Fig. 1: run 1, the metal 1 layer
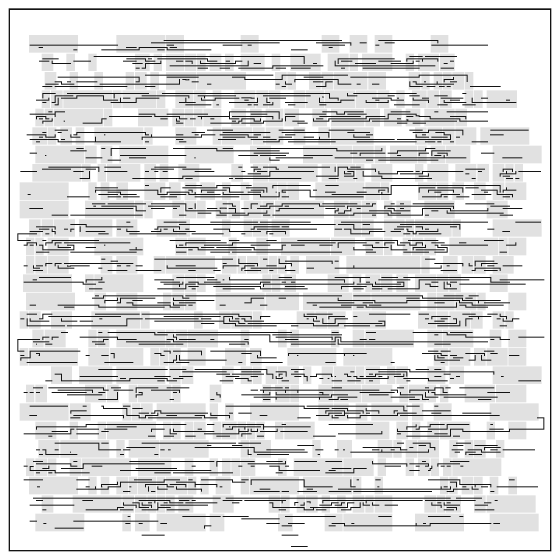
Fig. 2: run 1, M2 wires
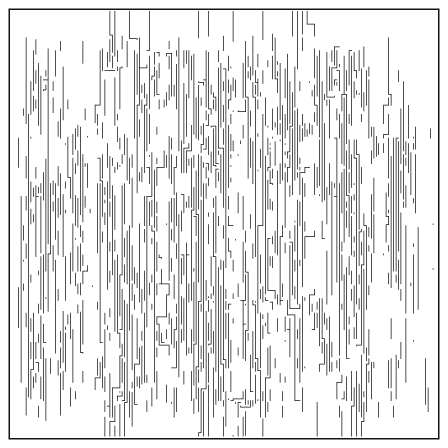
Fig. 3: run 1, signal wires on met4
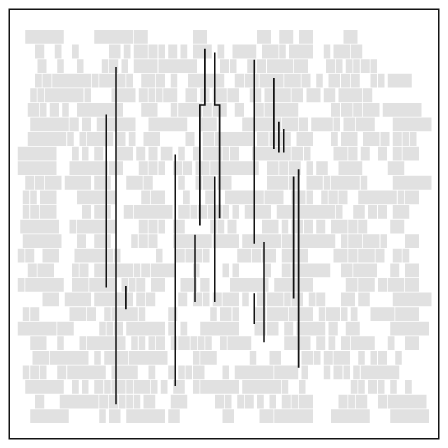
File: src/rtl/alu_div_pkg.sv
// Shared definitions for the ALU divide path: FSM encoding, default width
// and the result rule used when the divisor is zero.
package alu_div_pkg;

   localparam int DIV_WIDTH_DEFAULT = 16;
   localparam int DIV_MAX_WIDTH     = 64;

   typedef enum logic [1:0] {
      IDLE = 2'd0,
      BUSY = 2'd1,
      DONE = 2'd2
   } div_state_e;

   localparam logic [1:0] ST_IDLE = IDLE;
   localparam logic [1:0] ST_BUSY = BUSY;
   localparam logic [1:0] ST_DONE = DONE;

   // Divide-by-zero yields an all-ones quotient of the requested width.
   function automatic logic [DIV_MAX_WIDTH-1:0] div0_quotient(input int width);
      return {DIV_MAX_WIDTH{1'b1}} >> (DIV_MAX_WIDTH - width);
   endfunction

endpackage

File: src/rtl/div_step.sv
// One restoring-division iteration: shift {PR,Q} left, trial-subtract the
// divisor and keep the difference when it is non-negative.
module div_step #(
   parameter int WIDTH = 16
) (
   input  logic [WIDTH:0]   i_pr,
   input  logic [WIDTH-1:0] i_q,
   input  logic [WIDTH-1:0] i_divisor,
   output logic [WIDTH:0]   o_pr,
   output logic [WIDTH-1:0] o_q
);

   logic [WIDTH+1:0] w_shifted;
   logic [WIDTH+1:0] w_sub_b;
   logic [WIDTH+1:0] w_diff;
   logic             w_neg;

   // Subtract as add of the inverted divisor with carry-in 1, so this adder
   // can later be replaced by the lookahead adder. One guard bit above the
   // partial remainder makes the sign bit unambiguous.
   assign w_shifted = {i_pr, i_q[WIDTH-1]};
   assign w_sub_b   = ~{2'b00, i_divisor};
   assign w_diff    = w_shifted + w_sub_b + (WIDTH+2)'(1);
   assign w_neg     = w_diff[WIDTH+1];

   assign o_pr = w_neg ? w_shifted[WIDTH:0] : w_diff[WIDTH:0];
   assign o_q  = {i_q[WIDTH-2:0], ~w_neg};

endmodule

File: src/rtl/seq_divider.sv
// Multi-cycle unsigned restoring divider with valid/ready request and
// response handshakes; one quotient bit is produced per clock.
module seq_divider
   import alu_div_pkg::*;
#(
   parameter  int WIDTH = DIV_WIDTH_DEFAULT,
   localparam int CNT_W = $clog2(WIDTH+1)
) (
   input  logic             clk,
   input  logic             rst,
   input  logic             start_valid,
   output logic             start_ready,
   input  logic [WIDTH-1:0] dividend,
   input  logic [WIDTH-1:0] divisor,
   output logic             res_valid,
   input  logic             res_ready,
   output logic [WIDTH-1:0] quotient,
   output logic [WIDTH-1:0] remainder,
   output logic             div_by_zero
);

   localparam logic [WIDTH-1:0] DIV0_Q    = WIDTH'(div0_quotient(WIDTH));
   localparam logic [CNT_W-1:0] LAST_STEP = CNT_W'(WIDTH-1);

   logic [1:0]       r_state;
   logic [CNT_W-1:0] r_count;
   logic [WIDTH:0]   r_pr;
   logic [WIDTH-1:0] r_q;
   logic [WIDTH-1:0] r_divisor;
   logic             r_dbz;

   logic [WIDTH:0]   w_next_pr;
   logic [WIDTH-1:0] w_next_q;

   div_step #(.WIDTH(WIDTH)) u_step (
      .i_pr      (r_pr),
      .i_q       (r_q),
      .i_divisor (r_divisor),
      .o_pr      (w_next_pr),
      .o_q       (w_next_q)
   );

   always_ff @(posedge clk) begin
      if (rst) begin
         r_state   <= ST_IDLE;
         r_count   <= '0;
         r_pr      <= '0;
         r_q       <= '0;
         r_divisor <= '0;
         r_dbz     <= 1'b0;
      end else begin
         case (r_state)
            ST_IDLE: begin
               if (start_valid) begin
                  r_divisor <= divisor;
                  r_count   <= '0;
                  // A zero divisor skips iteration and reports immediately.
                  if (divisor == '0) begin
                     r_q     <= DIV0_Q;
                     r_pr    <= {1'b0, dividend};
                     r_dbz   <= 1'b1;
                     r_state <= ST_DONE;
                  end else begin
                     r_q     <= dividend;
                     r_pr    <= '0;
                     r_dbz   <= 1'b0;
                     r_state <= ST_BUSY;
                  end
               end
            end
            ST_BUSY: begin
               r_pr    <= w_next_pr;
               r_q     <= w_next_q;
               r_count <= r_count + CNT_W'(1);
               if (r_count == LAST_STEP) begin
                  r_state <= ST_DONE;
               end
            end
            ST_DONE: begin
               if (res_ready) begin
                  r_state <= ST_IDLE;
               end
            end
            default: r_state <= ST_IDLE;
         endcase
      end
   end

   assign start_ready = (r_state == ST_IDLE);
   assign res_valid   = (r_state == ST_DONE);
   assign quotient    = r_q;
   assign remainder   = r_pr[WIDTH-1:0];
   assign div_by_zero = r_dbz;

endmodule
File: config.mk
export PLATFORM = sky130hd
export DESIGN_NAME = seq_divider
export DESIGN_NICKNAME = d
export VERILOG_FILES = /design/src/rtl/alu_div_pkg.sv /design/src/rtl/div_step.sv /design/src/rtl/seq_divider.sv
export SDC_FILE = /design/constraint.sdc
export NUM_CORES = 1
export LEC_CHECK = 0
export CORE_UTILIZATION = 60
export DETAILED_ROUTE_END_ITERATION = 12
export DONT_BUFFER_PORTS = 1
export GPL_TIMING_DRIVEN = 0
export HOLD_SLACK_MARGIN = 0.05
export PLACE_DENSITY = 0.75
export SETUP_SLACK_MARGIN = 0.2
export SLEW_MARGIN = 20
export SYNTH_ARGS = -nofsm -noshare
export SYNTH_HDL_FRONTEND = slang
export SYNTH_SLANG_ARGS = --single-unit
File: constraint.sdc
create_clock -name clk -period 6.65 [get_ports clk]
set_input_delay 0.9975 -clock clk [delete_from_list [all_inputs] [get_ports clk]]
set_output_delay 0.9975 -clock clk [all_outputs]
set_load 0.005 [all_outputs]
==> results.rst, run 1 <==
Synthesis and place-and-route
=============================

.. list-table::
   :header-rows: 1

   * - Metric
     - Value
   * - Yosys cell types
     - 52
   * - Post-synthesis share of cell area spent on xor and xnor gates
     - 1.928%
   * - Routed length on met3
     - 1.084 mm
   * - Final-report max-slew violation count
     - 0
   * - Largest driver fanout on the critical path
     - 10
   * - Maximum Capacitance Violations
     - 0
   * - Routing layer with the top usage in global route
     - met2
   * - Run status
     - finished clean
   * - Placer's final routability congestion estimate
     - around 0.96
   * - Transition at the pin with the smallest max-transition slack
     - roughly 0.65 ns
   * - Hold_sp
     - r_divisor[12]$_SDFFE_PP0P_
   * - Total wire length after detailed routing
     - ~11 mm
   * - Longest Clk Path Bufs
     - 2
   * - Number of nets at floorplan
     - 542
   * - Seq_cells
     - 57
   * - Number of buffers added by the clock tree synthesis step
     - 9
   * - VDD IR max
     - 188.3 uV
   * - Maximum number of pins on one net before global-route repair
     - 11
   * - Main combinational cell family by area after synthesis
     - AND-OR/OR-AND gates
   * - Non-filler instance count after layout
     - 574
   * - Seq/Total Area, Yosys
     - 31.40%
   * - Setup CP Type
     - input port to flop
   * - Crit-path max cell delay
     - 0.58 ns
   * - Average detailed-routed wire length per instance
     - approximately 19 um
   * - Post-cts sizing count
     - 0
   * - Total congestion overflow after global routing
     - 0
   * - Most frequently used flop master after synthesis
     - sky130_fd_sc_hd__dfxtp_1
   * - Slew headroom
     - 56.18%
   * - Detail Route Antenna Nets
     - 0
   * - Top metal layer carrying routed signals
     - met4
   * - Worst setup SP type
     - input port
   * - Fillers
     - 504
   * - Critical path, cell by cell
     - nor4_1, and4_1, clkbuf_1, and2_1, clkbuf_1, clkbuf_1, a21oi_1, a311oi_1
   * - Switching power as a share of total power
     - 37.70%
   * - Height of the die
     - 79.82 um
   * - Worst slack at placement
     - between 3 and 4 ns
   * - Count of TritonRoute iterations in the first routing pass
     - 5
   * - Cell occurring most often along the worst timing path
     - sky130_fd_sc_hd__clkbuf_1
   * - Worst-path clk slew
     - about 0.070 ns
   * - Number of nets in the layout
     - 553
   * - Tightest hold margin
     - approximately 0.46 ns
   * - Internal reg-to-reg setup slack
     - between 3 and 4 ns
   * - Flip-flop and latch power
     - 0.411 mW
   * - Cells in synth_stat.txt
     - between 400 and 500
   * - Hold violation count in the final report
     - 0
   * - Number of flops mapped to enable cells by yosys
     - 0
   * - Tally of yosys warning messages
     - 0
   * - Core area
     - 5675 um^2
   * - Number of flip-flops and latches in the synthesized netlist
     - 57
   * - Number of antenna violations at the first check in global routing
     - 0
   * - Final setup skew
     - 0.01115 ns
   * - Leakage dissipation
     - 1.529 nW
   * - Layout inverter count without the clock tree
     - 28
   * - Area fraction in and, or, nand and nor cells
     - 22.83%
   * - Clock group total power
     - 0.352 mW
   * - Routed length on met2
     - 4.737 mm
   * - Final-layout clock buffer total
     - 13
   * - Share of the core filled with cells
     - 69.38%
   * - Antenna diode instance count
     - 0
   * - Proportion of netlist area held by the largest area contributor
     - 31.40%
   * - Most common cell in the netlist
     - sky130_fd_sc_hd__a21oi_1
   * - DRC violations left
     - 0
   * - Synthesized-area fraction occupied by ao, oa, aoi and oai cells
     - 26.86%
   * - I/O pin count
     - 71
   * - Top contributor to total power
     - combinational logic
   * - Clock sink count
     - 57
   * - Internal
     - a little under 0.8 mW
   * - Combinational gate power
     - 0.478 mW
   * - Number of cell rows
     - 27
   * - Non-clock buffer count
     - 49
About Fig. 1:
wire length on this layer: 4420 um
share of all routed wire: 42%
longest straight run: 33.1 um

About Fig. 2:
longest straight run: 52.7 um
share of all routed wire: 45%
main direction: vertical

About Fig. 3:
nets with wire on the layer: 13
wire length on this layer: 381 um
share of all routed wire: 3.6%

==> inputs of run 2 (changes only) <==
==> constraint.sdc (replaced) <==
create_clock -name clk -period 3.4 [get_ports clk]
set_input_delay 0.51 -clock clk [delete_from_list [all_inputs] [get_ports clk]]
set_output_delay 0.51 -clock clk [all_outputs]
set_load 0.005 [all_outputs]
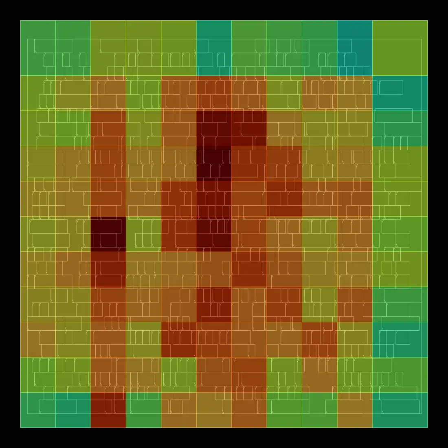
Fig. 4. Routing congestion (run 2).
met2 capacity usage during global routing: 54.70%
Total Routing Usage GR: 34.99%

==> run 2 against run 1 <==
Compared with the run above:
- count of clock-buffer cells in the layout unchanged
- via count about the same
- total power increased by 96%
- utilization increased by 0.15 points
==> results.rst, run 2 <==
Synthesis and place-and-route
=============================

.. list-table::
   :header-rows: 1

   * - Metric
     - Value
   * - Number of cell rows
     - 27 (unchanged)
   * - Post-CTS setup repair buffer count
     - 0
   * - Cell occurring most often along the worst timing path
     - sky130_fd_sc_hd__nor3_1
   * - Combinational gate power
     - 0.945 mW (+98%)
   * - Most frequently used flop master after synthesis
     - sky130_fd_sc_hd__dfxtp_1
   * - Synthesized-area fraction occupied by ao, oa, aoi and oai cells
     - 26.86% (unchanged)
   * - Critical path, cell by cell
     - inv_1, ha_1, clkbuf_1, nand4_1, a211o_1, a311oi_2, nor3_1, nor3_1, buf_2, nand3_1, a311oi_1
   * - Number of buffers added by the clock tree synthesis step
     - 9 (unchanged)
   * - Fillers
     - 505 (+0.20%)
   * - Worst slack at placement
     - 0.2017 ns (-2.827 ns)
   * - Worst-path clk slew
     - 0.07 ns (about the same)
   * - Top metal layer carrying routed signals
     - met4
   * - Number of flops mapped to enable cells by yosys
     - 0 (unchanged)
   * - Hold_sp
     - divisor[3]
   * - Post-cts sizing count
     - 1 (+1)
   * - Antenna diode instance count
     - 0 (unchanged)
   * - Termination of the worst setup path
     - r_pr[6]$_SDFFE_PP0P_
   * - Routed length on met3
     - 1.033 mm (-4.7%)
   * - Internal
     - 1.518 mW (+96%)
   * - Proportion of netlist area held by the largest area contributor
     - 31.40% (unchanged)
   * - VDD IR max
     - 372.0 uV (+98%)
   * - Met3 usage in global routing
     - 8.800%
   * - Switching power as a share of total power
     - 37.68% (about the same)
   * - DRC violations left
     - 0 (unchanged)
   * - Non-clock buffer count
     - 49 (unchanged)
   * - Number of nets in the layout
     - 553 (unchanged)
   * - Placer's final routability congestion estimate
     - 0.9585 (unchanged)
   * - Placed Area
     - 3724 um^2
   * - Final count of negative-setup-slack endpoints
     - 0
   * - Maximum Capacitance Violations
     - 0 (unchanged)
   * - Layout inverter count without the clock tree
     - 28 (unchanged)
   * - Tally of yosys warning messages
     - 0 (unchanged)
   * - Run status
     - finished clean
   * - Main combinational cell family by area after synthesis
     - AND-OR/OR-AND gates
   * - Final setup skew
     - 0.01227 ns (+0.001129 ns)
   * - Yosys cell types
     - 52 (unchanged)
   * - Final-report max-slew violation count
     - 0 (unchanged)
   * - Number of flip-flops and latches in the synthesized netlist
     - 57 (unchanged)
   * - I/O pin count
     - 71 (unchanged)
   * - Slew headroom
     - 54.63% (-1.6 points)
   * - Clock group total power
     - 0.688 mW (+95%)
   * - Non-filler instance count after layout
     - 574 (unchanged)
   * - Detail Route Antenna Nets
     - 0 (unchanged)
   * - Tightest hold margin
     - 0.2966 ns (-0.1586 ns)
   * - Top contributor to total power
     - combinational logic
   * - Flip-flop and latch power
     - 0.803 mW (+95%)
   * - Transition at the pin with the smallest max-transition slack
     - 0.6744 ns (+0.02305 ns)
   * - Worst setup SP type
     - flop
   * - Longest Clk Path Bufs
     - 2 (unchanged)
   * - Core area
     - 5675 um^2 (unchanged)
   * - Seq_cells
     - 57 (unchanged)
   * - Most common cell in the netlist
     - sky130_fd_sc_hd__a21oi_1
   * - Final worst setup slack
     - 0.3982 ns
   * - Area fraction in and, or, nand and nor cells
     - 22.83% (unchanged)
   * - Cells in synth_stat.txt
     - 487 (unchanged)
   * - Largest driver fanout on the critical path
     - 10 (unchanged)
   * - Internal reg-to-reg setup slack
     - 0.40 ns (-2.99 ns)
   * - Average detailed-routed wire length per instance
     - 18.53 um (+0.11%)
   * - Post-synthesis share of cell area spent on xor and xnor gates
     - 1.928% (unchanged)
   * - Clock sink count
     - 57 (unchanged)
   * - Leakage dissipation
     - 1.533 nW (+0.24%)
   * - Routed length on met2
     - 4.674 mm (-1.3%)
   * - Placed instance count
     - 559
   * - Crit-path max cell delay
     - 0.37 ns (-0.21 ns)
   * - Routing layer with the top usage in global route
     - met2
   * - Hold violation count in the final report
     - 0 (unchanged)
   * - Maximum number of pins on one net before global-route repair
     - 11 (unchanged)
   * - Root Driver
     - sky130_fd_sc_hd__clkbuf_8
   * - Height of the die
     - 79.82 um (unchanged)
   * - Count of TritonRoute iterations in the first routing pass
     - 5 (unchanged)
   * - Storage cell area
     - 1141 um^2
   * - Share of the core filled with cells
     - 69.53% (+0.15 points)
   * - Seq/Total Area, Yosys
     - 31.40% (unchanged)
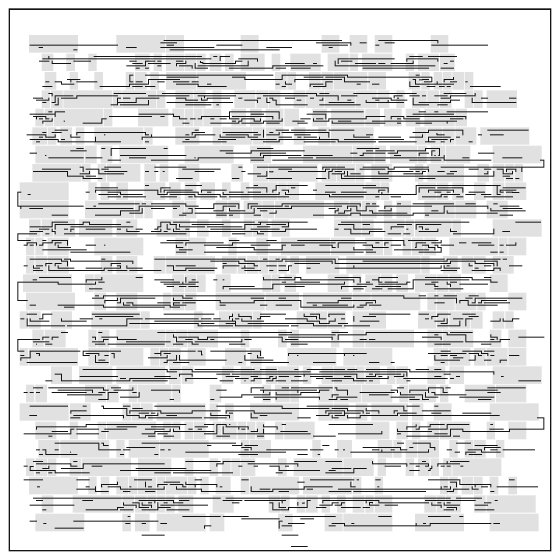
Fig. 5. The metal 1 layer (run 2).
nets with wire on the layer: 531
longest straight run: 33.1 um
main direction: horizontal

Power figures rest on the tool's default switching activity, not on a simulated workload.
